### Cell classes on the final placement, run 1

The bar under the picture is 50 um long. Fill, decap, tap and diode cells in gray.
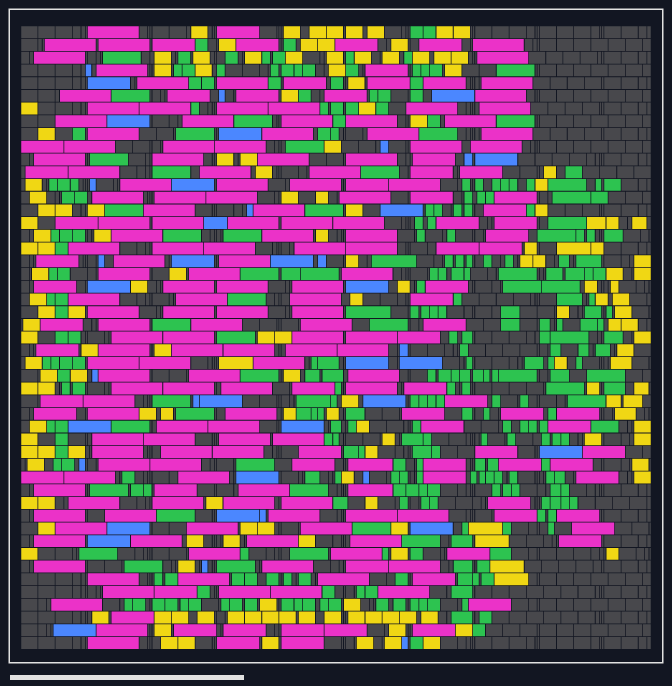
### Supply network, run 1

Pins as bars on the die edge. Tap cells in gray.
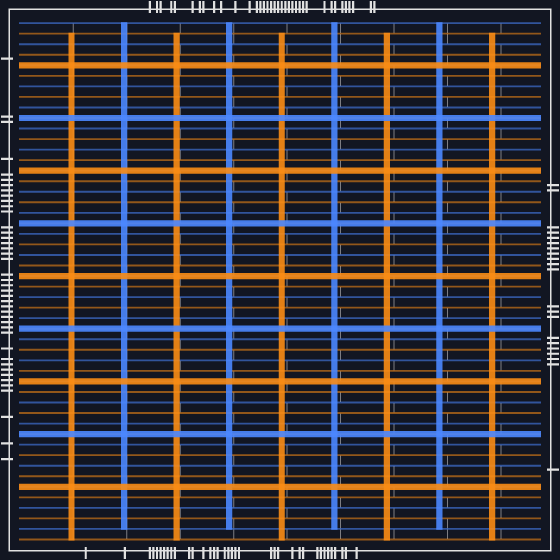
### Cell outlines without signal wires, run 1

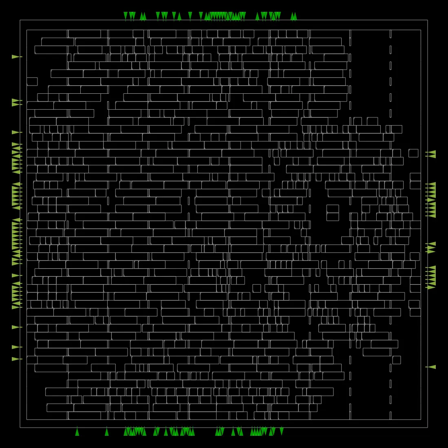
Design reg_writeback_flat, sky130hd; sources not shown.
==> results.txt, run 1 <==
run results: vias in the first global route 6555, Top cells excl fill/tap edfxtp_1 (148), clkdlybuf4s50_1 (126), o21ai_0 (88), Worst setup SP type primary input, met1 Use GR 30.12%, most numerous logic cell after layout edfxtp_1, global routing's busiest layer met2, fin nets 845, met3 WL 1.648 mm, hold crit path type in2async, Simple-Gate Area Share 3.306%, aoi share 12.15%, met3 GRT Util 4.955%, layout cells sized above 1 18.13%, post-synthesis chip area from yosys 0.009349 sq mm, Post-DP Area 0.01116 sq mm, most frequent cell after synthesis edfxtp_1, Mapped Area 0.009349 sq mm, initial antenna violation count 4, CP Buf/Inv Count 3, root buf cell clkbuf_16, DR top layer met5, main logic family after synthesis multiplexers, synth warn 0, Tightest Pin Transition 0.7251 ns, worst setup path category in2out, Pre-Place Util 52.04%, Resize count post-CTS 14, Post-DP HPWL 14.96 mm, Post-synth EDFFs 148, Setup TNS Final -0.03210 ns, slowest cell on the critical path mux2_2, unrepaired setup endpoints after global routing true, commonest cells in the netlist edfxtp_1 (148), o21ai_0 (89), dfrtp_1 (76), met2 Track Usage GR 39.29%, CTS H-tree lvls 1, Final Critical Period 2.832 ns, outcome finished, violations left, WL met1 8.825 mm, CP required 2.24 ns, library cells used by synthesis 43, failing checks setup timing, total congestion overflow 0, crit end category primary output, Synth Seq Share 67.88%, headroom to the max-slew limit 51.66%, Yosys top cell area share 47.54%, Max Cap Violations 0, Num CTS Buffers 23, post-layout total power 12.36 mW, post-route cell area 0.01191 sq mm, fmax 353.1 MHz, Tool Warnings 31, yosys stat cell total 584, wire per inst 22.74 um, Final Hold Vio Count 0, Syn Area/Cell 16.01 sq um, asr flop ratio synth 33.93%, clk_lat worst skew 0.49 ns, flop-to-flop setup slack 0.38 ns, Leakage 4.260 nW, CP max stage delay 0.34 ns, Clock transition at path regs 0.06 ns, Synth Register Bits 224, io pins 135, Multiplexer share 13.28%, DIE AREA 0.01943 sq mm, Setup Buffers After CTS 4, Post-route DRC 0, WL met2 11.30 mm, Final WS setup -0.03210 ns, Power Density 1037 mW/mm^2, Post-CTS Hold Fix Bufs 0, post-DR vias/cell 6.223, WL final 22.56 mm, pre-CTS setup slack -0.7058 ns, largest cells by area after synthesis edfxtp_1 (48%), dfrtp_1 (20%), mux4_2 (11%), setup violators final 1, I/O Buffers 134, max reg flops 148, first-pass GRT wire length 35.60 mm, clock skew 0.01532 ns, FF-to-FF path depth 9, worst-path maximum fanout 10
Back to the opening pictures, 'Cell classes on the final placement':
| class | color | cells |
|---|---|---|
| other buffers and delay cells | yellow | 168 |
| all other logic | green | 328 |
| flip-flops | magenta | 224 |
| clock drivers and dummy loads | blue | 41 |
post-layout util: 66.32%
Std-Cell Rows: 49
Seq/total area: 53.29%
core area: 0.01796 sq mm

Back to the opening pictures, 'Supply network':
| net | color |
|---|---|
| VSS | orange |
| VDD | blue |
met5 straps: 9
signal pins: 135
met4 straps: 9
rows: 49
tap cells: 229
Worst VDD drop: 0.0005855 V
Horiz. Die Dim: 139.4 um
die span in y: 139.4 um

Back to the opening pictures, 'Cell outlines without signal wires':
Layout Cells excl Fill: 992
fill count: 1209

[run 1: cell type report]
| type | instances | area (sq um) |
|---|---|---|
| Timing Repair Buffer | 168 | 1670 |
| Antenna cell | 2 | 5.005 |
| Clock buffer | 37 | 659.4 |
| Tap cell | 229 | 286.5 |
| Inverter | 12 | 45.04 |
| Clock inverter | 4 | 20.02 |
| Multi-Input combinational cell | 316 | 2879 |
| Fill cell | 1209 | 6050 |
| Sequential cell | 224 | 6349 |
[run 1: report_power, final]
group          leakage [nW]  internal, mW  total [mW]  switching [mW]
clock                 0.333          1.61        2.76            1.15
combinational          1.65          2.20        4.45            2.26
sequential             2.27          4.57        5.14           0.570
total                  4.26          8.38        12.4            3.98
## Run 2: what changed since run 1
SLEW_MARGIN = unset   (was 30)
### Signal wires on met2, run 2

The bar under the picture is 50 um long.
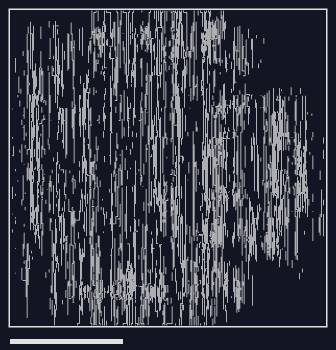
share of all routed wire: 50%
nets with wire on the layer: 758
met2 Track Usage GR: 39.29%
WL final: 22.56 mm

==> run 2 against run 1 <==
The flow still finishes with violations (setup timing). Highest routed layer unchanged. Sequential cell count unchanged. Count of clock-buffer cells in the layout stayed put. Largest power group unchanged. Power stayed put. Maximum frequency unchanged. Hold slack unchanged. Critical endpoint unchanged.
==> results.txt, run 2 <==
run results: Total Routing Usage GR 23.45%, DIE AREA 0.01943 sq mm (unchanged), Worst VDD drop 0.0005855 V (unchanged), Final Max-Slew Violation Tally 0, Horiz. Die Dim 139.4 um (unchanged), area delta synth->final 27.44%, FF-to-FF path depth 9 (unchanged), CTS H-tree lvls 1 (unchanged), flop-to-flop setup slack 0.38 ns (about the same), delay-heaviest family, CP buffers and inverters, main logic family after synthesis multiplexers, largest net degree at the start of global routing 54, CP required 2.24 ns (about the same), Max Cap Violations 0 (unchanged), Net Sw Power 3.977 mW (unchanged), post-route cell area 0.01191 sq mm (unchanged), Multiplexer share 13.28% (unchanged), I/O Buffers 134 (unchanged), TritonCTS clock tree yes, clk_lat worst skew 0.49 ns (about the same), max reg flops 148 (unchanged), P_int 8.378 mW (unchanged), core area 0.01796 sq mm (unchanged), DP Cell Count 944, slowest cell on the critical path mux2_2, Std-Cell Rows 49 (unchanged), total congestion overflow 0 (unchanged), FF+latch area 0.006349 sq mm (unchanged), Leakage 4.260 nW (unchanged), worst setup path category in2out, Num CTS Buffers 23 (unchanged), asr flop ratio synth 33.93% (unchanged), Yosys top cell area share 47.54% (unchanged), routed vias 6173, unrepaired setup endpoints after global routing true, pre-CTS setup slack -0.7058 ns (unchanged), fill count 1209 (unchanged), Post-DRT Antenna Nets 0, Synth Seq Share 67.88% (unchanged), Tightest Pin Transition 0.7251 ns (unchanged), Worst setup SP type primary input, Tcrit/Tclk final 101.1%, CP Buf/Inv Count 3 (unchanged), Mapped Area 0.009349 sq mm (unchanged), drt initial violations 492, post-synthesis chip area from yosys 0.009349 sq mm (unchanged), Final WS setup -0.03210 ns (unchanged), crit end category primary output, Sw Ratio 32.19% (unchanged), Post-CTS Hold Fix Bufs 0 (unchanged), Sink Count 224, leading power group sequential cells, yosys stat cell total 584 (unchanged), root buf cell clkbuf_16, post-DR vias/cell 6.223 (unchanged), Simple-Gate Area Share 3.306% (unchanged), Setup TNS Final -0.03210 ns (unchanged), Sequential Power Share 41.6% (about the same), library cells used by synthesis 43 (unchanged), Critical Path, Cell by Cell clkdlybuf4s15_2, buf_12, mux2_2, a221oi_2, a2111oi_1, nor4_2, nand3_1, buf_2, combinational power share 36.1% (about the same), CP max stage delay 0.34 ns (about the same), clock skew 0.01532 ns (unchanged), 1st-pass router iterations 5, Post-DP Area 0.01116 sq mm (unchanged), Layout Cells excl Fill 992 (unchanged), sequential power 5.14 mW (about the same), Post-DP HPWL 14.96 mm (unchanged), Syn Inst Count 584, failing checks setup timing, wire per inst 22.74 um (unchanged), Stages on worst setup path 8, Synth Area in XOR/XNOR 0.5621%, post-layout util 66.32% (unchanged), clock buffer depth 3, vias in the first global route 6555 (unchanged), aoi share 12.15% (unchanged), critical path arrival 2.27 ns, Power Density 1037 mW/mm^2 (unchanged), largest cells by area after synthesis edfxtp_1 (48%), dfrtp_1 (20%), mux4_2 (11%), Pre-Place Util 52.04% (unchanged), logic area 0.002879 sq mm (unchanged), first-pass GRT wire length 35.60 mm (unchanged), Post-route DRC 0 (unchanged), headroom to the max-slew limit 51.66% (unchanged), Top FF cell, synth edfxtp_1, Final Hold Vio Count 0 (unchanged), io pins 135 (unchanged), fmax 353.1 MHz (unchanged), Syn Area/Cell 16.01 sq um (unchanged), initial antenna violation count 4 (unchanged), clock network power share 22.3% (about the same), hold crit path type in2async, most numerous logic cell after layout edfxtp_1, Clock transition at path regs 0.06 ns (about the same), fa+ha+maj area frac 0.8833%, layout cells sized above 1 18.13% (unchanged), Clk. pwr 2.76 mW (about the same), Synth Register Bits 224 (unchanged), Top cells excl fill/tap edfxtp_1 (148), clkdlybuf4s50_1 (126), o21ai_0 (88), post-layout total power 12.36 mW (unchanged), Post-synth EDFFs 148 (unchanged), die span in y 139.4 um (unchanged), fin nets 845 (unchanged), Comb. pwr 4.45 mW (about the same), worst-path maximum fanout 10 (unchanged), most frequent cell after synthesis edfxtp_1, commonest cells in the netlist edfxtp_1 (148), o21ai_0 (89), dfrtp_1 (76), synth warn 0 (unchanged), Synth area leader edfxtp_1, Tool Warnings 31 (unchanged), Final Critical Period 2.832 ns (unchanged), outcome finished, violations left, setup violators final 1 (unchanged), syn_nets 684, WHS 0.1040 ns, gpl congestion 0.8854
[run 2: cell counts in the layout (fill, tap and decap cells not counted)]
No cell type changed its count.
[run 2: layer usage]
layer	share of wire [%]	wire (um)	GRT usage, %	vias to the layer above
li1	-	-	-	2685
met1	39	8825	30.12	3141
met2	50	11300	39.29	289
met3	7.3	1648	4.955	56
met4	3.4	772	9.623	2
met5	0.058	13	0	-
[run 2: cell type report]
type	count	share of cell area [%]
Sequential cell	224	53.29
Multi-Input combinational cell	316	24.17
Timing Repair Buffer	168	14.02
Clock buffer	37	5.535
Tap cell	229	2.405
Inverter	12	0.3781
Clock inverter	4	0.1680
Antenna cell	2	0.04201
[run 2: timing repair]
action,in CTS,in global routing
endpoints found under the setup margin,1,1
pin swaps,3,3
buffers inserted,4,1
gates resized,14,6
Power and IR drop assume default switching activity.
